$ cat config.mk
export PLATFORM = sky130hd
export DESIGN_NAME = fifo_write_arbiter_flat
export DESIGN_NICKNAME = d
export VERILOG_FILES = /design/src/rtl/fifo_write_arbiter_if.sv /design/src/rtl/fifo_write_arbiter.sv /design/src/flat_wrapper.sv
export SDC_FILE = /design/constraint.sdc
export NUM_CORES = 1
export LEC_CHECK = 0
export CORE_ASPECT_RATIO = 1.75
export CORE_MARGIN = 8
export CORE_UTILIZATION = 39
export DETAILED_ROUTE_END_ITERATION = 8
export GPL_TIMING_DRIVEN = 0
export MAX_ROUTING_LAYER = met4
export PLACE_DENSITY = 0.94
export SETUP_SLACK_MARGIN = 0.15
export SLEW_MARGIN = 10
export SYNTH_ARGS = -nofsm -noshare
export SYNTH_HDL_FRONTEND = slang
export SYNTH_SLANG_ARGS = --single-unit
$ cat constraint.sdc
create_clock -name clk -period 2.7 [get_ports clk]
set_input_delay 0.27 -clock clk [delete_from_list [all_inputs] [get_ports clk]]
set_output_delay 0.27 -clock clk [all_outputs]
set_load 0.01 [all_outputs]
$ cat src/rtl/fifo_write_arbiter_if.sv
// Bundle of requester handshakes, FIFO write port, grant status and beat statistics
// for fifo_write_arbiter. The master modport is the arbiter's view, slave is its environment.
interface fifo_write_arbiter_if #(
   parameter int DATA_WIDTH = 8,
   parameter int STAT_WIDTH = 16
);
   logic                  req0_valid;
   logic [DATA_WIDTH-1:0] req0_data;
   logic                  req0_last;
   logic                  req0_ready;

   logic                  req1_valid;
   logic [DATA_WIDTH-1:0] req1_data;
   logic                  req1_last;
   logic                  req1_ready;

   logic                  fifo_full;
   logic                  fifo_writeENABLE;
   logic [DATA_WIDTH:0]   fifo_writeData;

   logic [1:0]            grant;
   logic                  busy;

   logic                  stats_clear;
   logic [STAT_WIDTH-1:0] req0_count;
   logic [STAT_WIDTH-1:0] req1_count;

   modport master (
      input  req0_valid, req0_data, req0_last,
      input  req1_valid, req1_data, req1_last,
      input  fifo_full, stats_clear,
      output req0_ready, req1_ready,
      output fifo_writeENABLE, fifo_writeData,
      output grant, busy,
      output req0_count, req1_count
   );

   modport slave (
      output req0_valid, req0_data, req0_last,
      output req1_valid, req1_data, req1_last,
      output fifo_full, stats_clear,
      input  req0_ready, req1_ready,
      input  fifo_writeENABLE, fifo_writeData,
      input  grant, busy,
      input  req0_count, req1_count
   );
endinterface

$ cat src/rtl/fifo_write_arbiter.sv
// Burst-granular round-robin arbiter sharing one FIFO write port between two byte producers.
// Optional per-source saturating beat counters are enabled by defining ARB_STATS_EN.
module fifo_write_arbiter #(
   parameter int DATA_WIDTH = 8,
   parameter int MAX_BURST  = 4,
   parameter int STAT_WIDTH = 16
) (
   input logic                  clk,
   input logic                  reset,
   fifo_write_arbiter_if.master bus
);

   localparam int BeatWidth = $clog2(MAX_BURST) + 1;
   localparam logic [BeatWidth-1:0] LastBeat = BeatWidth'(MAX_BURST - 1);

   typedef enum logic [1:0] {
      IDLE,
      BURST0,
      BURST1
   } state_t;

   state_t                 state_q;
   logic                   lastServed_q;
   logic [BeatWidth-1:0]   beatCount_q;
   logic [BeatWidth-1:0]   beatCount_d;
   logic [1:0]             grant_q;
   logic                   wrEn_q;
   logic [DATA_WIDTH:0]    wrData_q;
   logic                   xfer0;
   logic                   xfer1;
   logic                   pick1;

   // Ready follows fifo_full combinationally so the almost-full margin is never eaten
   assign bus.req0_ready = grant_q[0] & ~bus.fifo_full;
   assign bus.req1_ready = grant_q[1] & ~bus.fifo_full;
   assign xfer0          = bus.req0_valid & bus.req0_ready;
   assign xfer1          = bus.req1_valid & bus.req1_ready;
   assign pick1          = (bus.req0_valid & bus.req1_valid) ? ~lastServed_q : bus.req1_valid;
   assign beatCount_d    = beatCount_q + BeatWidth'(1);

   assign bus.grant            = grant_q;
   assign bus.busy             = |grant_q;
   assign bus.fifo_writeENABLE = wrEn_q;
   assign bus.fifo_writeData   = wrData_q;

   always_ff @(posedge clk) begin
      if (reset) begin
         state_q      <= IDLE;
         lastServed_q <= 1'b1;
         beatCount_q  <= '0;
         grant_q      <= 2'b00;
         wrEn_q       <= 1'b0;
         wrData_q     <= '0;
      end else begin
         wrEn_q <= xfer0 | xfer1;
         if (xfer0) begin
            wrData_q <= {1'b0, bus.req0_data};
         end else if (xfer1) begin
            wrData_q <= {1'b1, bus.req1_data};
         end

         case (state_q)
            IDLE: begin
               if (!bus.fifo_full && (bus.req0_valid || bus.req1_valid)) begin
                  state_q     <= pick1 ? BURST1 : BURST0;
                  grant_q     <= pick1 ? 2'b10 : 2'b01;
                  beatCount_q <= '0;
               end
            end
            BURST0: begin
               if (xfer0) begin
                  if (bus.req0_last || beatCount_q == LastBeat) begin
                     state_q      <= IDLE;
                     grant_q      <= 2'b00;
                     lastServed_q <= 1'b0;
                  end else begin
                     beatCount_q <= beatCount_d;
                  end
               end
            end
            BURST1: begin
               if (xfer1) begin
                  if (bus.req1_last || beatCount_q == LastBeat) begin
                     state_q      <= IDLE;
                     grant_q      <= 2'b00;
                     lastServed_q <= 1'b1;
                  end else begin
                     beatCount_q <= beatCount_d;
                  end
               end
            end
            default: begin
               state_q <= IDLE;
               grant_q <= 2'b00;
            end
         endcase
      end
   end

`ifdef ARB_STATS_EN
   logic [STAT_WIDTH-1:0] req0Count_q;
   logic [STAT_WIDTH-1:0] req0Count_d;
   logic [STAT_WIDTH-1:0] req1Count_q;
   logic [STAT_WIDTH-1:0] req1Count_d;

   // Counters stick at all-ones rather than wrapping
   always_comb begin
      req0Count_d = req0Count_q;
      req1Count_d = req1Count_q;
      if (xfer0 && !(&req0Count_q)) begin
         req0Count_d = req0Count_q + STAT_WIDTH'(1);
      end
      if (xfer1 && !(&req1Count_q)) begin
         req1Count_d = req1Count_q + STAT_WIDTH'(1);
      end
   end

   always_ff @(posedge clk) begin
      if (reset || bus.stats_clear) begin
         req0Count_q <= '0;
         req1Count_q <= '0;
      end else begin
         req0Count_q <= req0Count_d;
         req1Count_q <= req1Count_d;
      end
   end

   assign bus.req0_count = req0Count_q;
   assign bus.req1_count = req1Count_q;
`else
   logic unusedStatsClear;

   assign unusedStatsClear = bus.stats_clear;
   assign bus.req0_count   = '0;
   assign bus.req1_count   = '0;
`endif

endmodule

$ cat src/flat_wrapper.sv
// flat-port wrapper written by rule: the top's interface ports become plain ports
module fifo_write_arbiter_flat 
#(
   parameter int DATA_WIDTH = 8,
   parameter int MAX_BURST  = 4,
   parameter int STAT_WIDTH = 16
)
  (clk, reset, bus_req0_valid, bus_req0_data, bus_req0_last, bus_req1_valid, bus_req1_data, bus_req1_last, bus_fifo_full, bus_stats_clear, bus_req0_ready, bus_req1_ready, bus_fifo_writeENABLE, bus_fifo_writeData, bus_grant, bus_busy, bus_req0_count, bus_req1_count);
  fifo_write_arbiter_if #(.DATA_WIDTH(DATA_WIDTH), .STAT_WIDTH(STAT_WIDTH)) bus_i ();
  input logic clk;
  input logic reset;
  input wire logic [$bits(bus_i.req0_valid)-1:0] bus_req0_valid;
  input wire logic [$bits(bus_i.req0_data)-1:0] bus_req0_data;
  input wire logic [$bits(bus_i.req0_last)-1:0] bus_req0_last;
  input wire logic [$bits(bus_i.req1_valid)-1:0] bus_req1_valid;
  input wire logic [$bits(bus_i.req1_data)-1:0] bus_req1_data;
  input wire logic [$bits(bus_i.req1_last)-1:0] bus_req1_last;
  input wire logic [$bits(bus_i.fifo_full)-1:0] bus_fifo_full;
  input wire logic [$bits(bus_i.stats_clear)-1:0] bus_stats_clear;
  output wire logic [$bits(bus_i.req0_ready)-1:0] bus_req0_ready;
  output wire logic [$bits(bus_i.req1_ready)-1:0] bus_req1_ready;
  output wire logic [$bits(bus_i.fifo_writeENABLE)-1:0] bus_fifo_writeENABLE;
  output wire logic [$bits(bus_i.fifo_writeData)-1:0] bus_fifo_writeData;
  output wire logic [$bits(bus_i.grant)-1:0] bus_grant;
  output wire logic [$bits(bus_i.busy)-1:0] bus_busy;
  output wire logic [$bits(bus_i.req0_count)-1:0] bus_req0_count;
  output wire logic [$bits(bus_i.req1_count)-1:0] bus_req1_count;
  assign bus_i.req0_valid = bus_req0_valid;
  assign bus_i.req0_data = bus_req0_data;
  assign bus_i.req0_last = bus_req0_last;
  assign bus_i.req1_valid = bus_req1_valid;
  assign bus_i.req1_data = bus_req1_data;
  assign bus_i.req1_last = bus_req1_last;
  assign bus_i.fifo_full = bus_fifo_full;
  assign bus_i.stats_clear = bus_stats_clear;
  assign bus_req0_ready = bus_i.req0_ready;
  assign bus_req1_ready = bus_i.req1_ready;
  assign bus_fifo_writeENABLE = bus_i.fifo_writeENABLE;
  assign bus_fifo_writeData = bus_i.fifo_writeData;
  assign bus_grant = bus_i.grant;
  assign bus_busy = bus_i.busy;
  assign bus_req0_count = bus_i.req0_count;
  assign bus_req1_count = bus_i.req1_count;
  fifo_write_arbiter #(.DATA_WIDTH(DATA_WIDTH), .MAX_BURST(MAX_BURST), .STAT_WIDTH(STAT_WIDTH)) u_core (.clk(clk), .reset(reset), .bus(bus_i));
endmodule
Fig. 1: local utilization
Bar = 20 um. The die is cut into 6 by 9 equal tiles; dark blue is low, red is high, 0 to 100% covered.
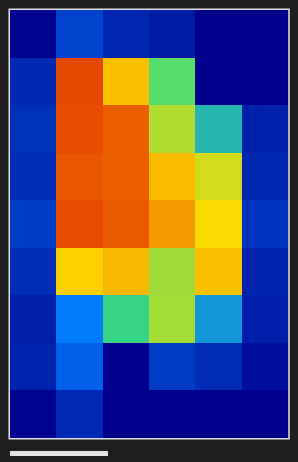
- nearly empty tiles: 20%
- fullest tile: 92%
- mean over tiles: 34%

Fig. 2: wire density map
Bar = 20 um. The die is cut into 11 by 17 equal tiles; dark blue is low, red is high, scaled to the fullest tile. Values are wire area over tile area, all layers added.
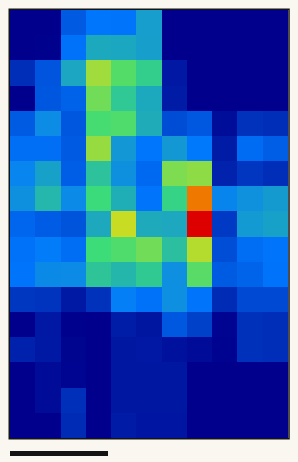
- emptiest ninth of the die: lower left
- densest ninth of the die: centre
- mean over tiles: 0.11
- fullest tile: 0.58
DR WL/cell: 13.87 um
Total GRT Usage: 12.86%

==> results.json <==
{
  "fp_util_pct": 39.92,
  "die_h_um": 87.20,
  "syn_inst": 131,
  "syn_area_mm2": 0.001130,
  "ys_cells": 131,
  "critical_path.max_stage_delay_ns": 0.44,
  "mux_area_share_pct": 7.087,
  "diodes": 0,
  "yosys_area_mm2": 0.001130,
  "cts-root-buf": "clkbuf_8",
  "met2_length_mm": 1.668,
  "r2r_setup_slack_ns": 0.69,
  "setup-tns-final_ns": 0,
  "warnings": 29,
  "grt_pass1_vias": 1236,
  "totalWireLength_mm": 3.204,
  "outcome": "completed",
  "critPathBufInv": 1,
  "synthArstFlopShare_pct": 0,
  "final.fill_count": 233,
  "drt_iter0_markers": 28,
  "finalPower_uw": 1049,
  "flop_cell": "dfxtp_1",
  "area_delta_synth_final_pct": 51.05,
  "highest_layer": "met4",
  "ir_drop_mv": 0.4828,
  "critical_path_class": "flop to flop",
  "path_max_fanout": 7,
  "rr_startpoint": "u_core.state_q[0]$_SDFFE_PP0P_",
  "path_clk_slew_ns": 0.07,
  "hp-start": "u_core.bus.fifo_writeData[8]$_SDFFE_PP0P_",
  "yosysTopAreaCellShare_pct": 28.35,
  "synth_flops": 16,
  "fmax_ghz": 0.4980,
  "yosysWarningCount": 0,
  "critPathCaptureType": "flop",
  "synth_adder_area_share_pct": 5.537,
  "postCtsHoldBufs": 0,
  "critical_path.top_delay_family": "AND-OR/OR-AND gates",
  "numPortBuffers": 37,
  "finalMaxSlewViolations": 0,
  "edf_count": 0,
  "nets": 233,
  "largest_area_cell": "dfxtp_1",
  "path_cells": "inv_1, ha_1, o311a_4, or3_4, a31o_2",
  "grt_max_degree": 11,
  "ant_nets": 0,
  "crit_arrival_ns": 2.15,
  "drt_first_pass_iters": 4,
  "finalHoldViolations": 0,
  "startpoint_type": "flop",
  "drc": 0,
  "vias": 1120,
  "ys_sh_aoi_pct": 20.38,
  "hpwl_mm": 2.719,
  "dieArea_mm2": 0.004943,
  "ctsHtreeMaxLevel": 1,
  "gr-total-overflow": 0,
  "synth.distinct_cells": 32,
  "finalCriticalPeriod_ns": 2.008,
  "postSynthSeqShare_pct": 28.35,
  "top_cells_by_count": "32 x buf_4, 16 x dfxtp_1, 10 x nor2_1",
  "grt_pass1_wl_mm": 5.216,
  "simple_gate_share_pct": 13.29,
  "most_common_cell": "buf_4",
  "cpMaxStageDelayCell": "o311a_4",
  "numClockSinks": 16,
  "ys_top_logic_family": "buffers and inverters",
  "maxCapViolations": 0
}
Fig. 3: placement by cell class
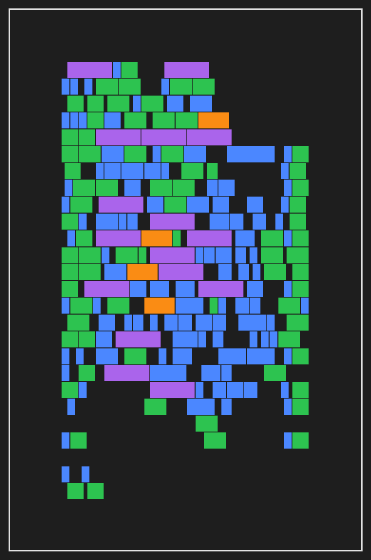
- other buffers and delay cells: green (cells 73; share of their area 38%)
- flops: purple (cells 16; share of their area 19%)
- combinational and other logic: blue (cells 110; share of their area 40%)
- clock drivers and dummy loads: orange (cells 4; share of their area 3.3%)
std cell rows: 26
final instance area: 0.001707 mm^2

Fig. 4: congestion heat map
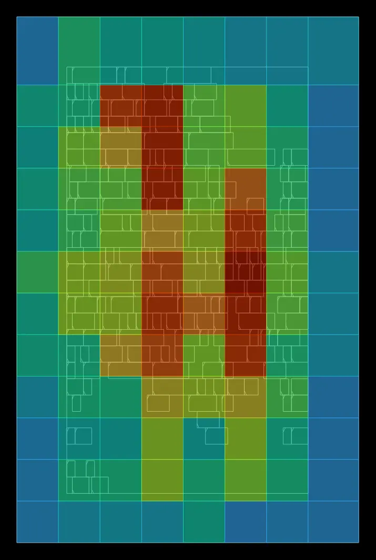
Final Util: 60.30%
GR Util met2: 22.65%
GRT busiest layer: met2
met1 global-route usage: 11.74%

how the worst max path moves through the flow:
stage | endpoint | startpoint | depth (start not counted)
2_1_floorplan | u_core.beatCount_q[0]$_SDFFE_PP0P_ | u_core.state_q[0]$_SDFFE_PP0P_ | 5
3_3_place_gp | u_core.bus.fifo_writeData[8]$_SDFFE_PP0P_ | bus_fifo_full | 6
3_5_place_dp | u_core.bus.fifo_writeData[0]$_SDFFE_PP0P_ | bus_fifo_full | 5
4_1_cts | u_core.beatCount_q[0]$_SDFFE_PP0P_ | u_core.state_q[0]$_SDFFE_PP0P_ | 5
5_1_grt | u_core.state_q[1]$_SDFFE_PP0P_ | u_core.state_q[0]$_SDFFE_PP0P_ | 5
6_report | u_core.beatCount_q[0]$_SDFFE_PP0P_ | u_core.state_q[0]$_SDFFE_PP0P_ | 5
report_power, final:
group / internal (uW) / leakage (uW) / total (uW) / switching [uW]
Clock: 129 / 0.0000288 / 215 / 85.3
Sequential: 277 / 0.000130 / 309 / 31.8
Combinational: 263 / 0.000671 / 525 / 262
Total: 670 / 0.000830 / 1050 / 379
metrics by stage:
| stage | setup WS, ns | cell area [um^2] | cells | hold slack [ns] |
|---|---|---|---|---|
| after global routing | 0.5903 | 1707 | 231 | 0.4910 |
| after detailed placement | 0.5526 | 1652 | 227 | 0.4371 |
| after CTS | 0.6960 | 1707 | 231 | 0.4478 |
| after floorplan | 0.8007 | 1246 | 162 | 0.3428 |
| final | 0.6919 | 1707 | 231 | 0.4492 |
| after global placement | 0.5852 | 1652 | 227 | 0.4331 |
layout by cell type, fill, tap and decap left out, types with 2 or more instances in the layout:
master / instances
clkdlybuf4s50_1: 37
conb_1: 32
clkbuf_8: 4
nand2_1: 4
ha_1: 5
o31ai_1: 4
nand2b_1: 2
a211oi_1: 8
dfxtp_1: 16
a21oi_1: 7
o21ai_0: 2
nor2_1: 10
inv_1: 7
mux2i_1: 8
clkbuf_1: 3
nand3b_1: 2
nor4_1: 2
buf_4: 32
o311ai_0: 3
worst register-to-register path, stage by stage, from the launching register on:
cell     delay (ns)
dfxtp_1        0.41
inv_1          0.10
ha_1           0.30
o311a_4        0.44
or3_4          0.40
a31o_2         0.26
registers in the layout (all words and copies together) (netlist names):
name and count:
u_core.beatCount_q 3, u_core.bus.fifo_writeData 9, u_core.bus.fifo_writeENABLE 1, u_core.lastServed_q 1, u_core.state_q 2
layer usage:
metal / vias to the layer above / global-route usage [%]
met1: 496 / 11.74
met5: - / -
met3: 13 / 4.094
met4: 0 / 7.473
met2: 64 / 22.65
li1: 547 / -
kinds of logic after synthesis:
| kind of cell | count (synthesis) |
|---|---|
| compound gates | 30 |
| fa+ha+maj | 5 |
| buf+inv | 43 |
| flops | 16 |
| mux | 8 |
| other cells | 1 |
| simple gates | 28 |
final cells by class:
cell class | instances | area (um^2) | area share, %
sequential | 16 | 320.3 | 18.77
multi-input combinational | 103 | 643.1 | 37.68
clock buffer | 4 | 55.05 | 3.226
timing repair buffer | 37 | 370.4 | 21.70
tap | 28 | 35.03 | 2.053
inverter | 7 | 26.28 | 1.540
buffer | 36 | 256.5 | 15.03
No activity file was given, so power comes from the tool's default toggle rates.
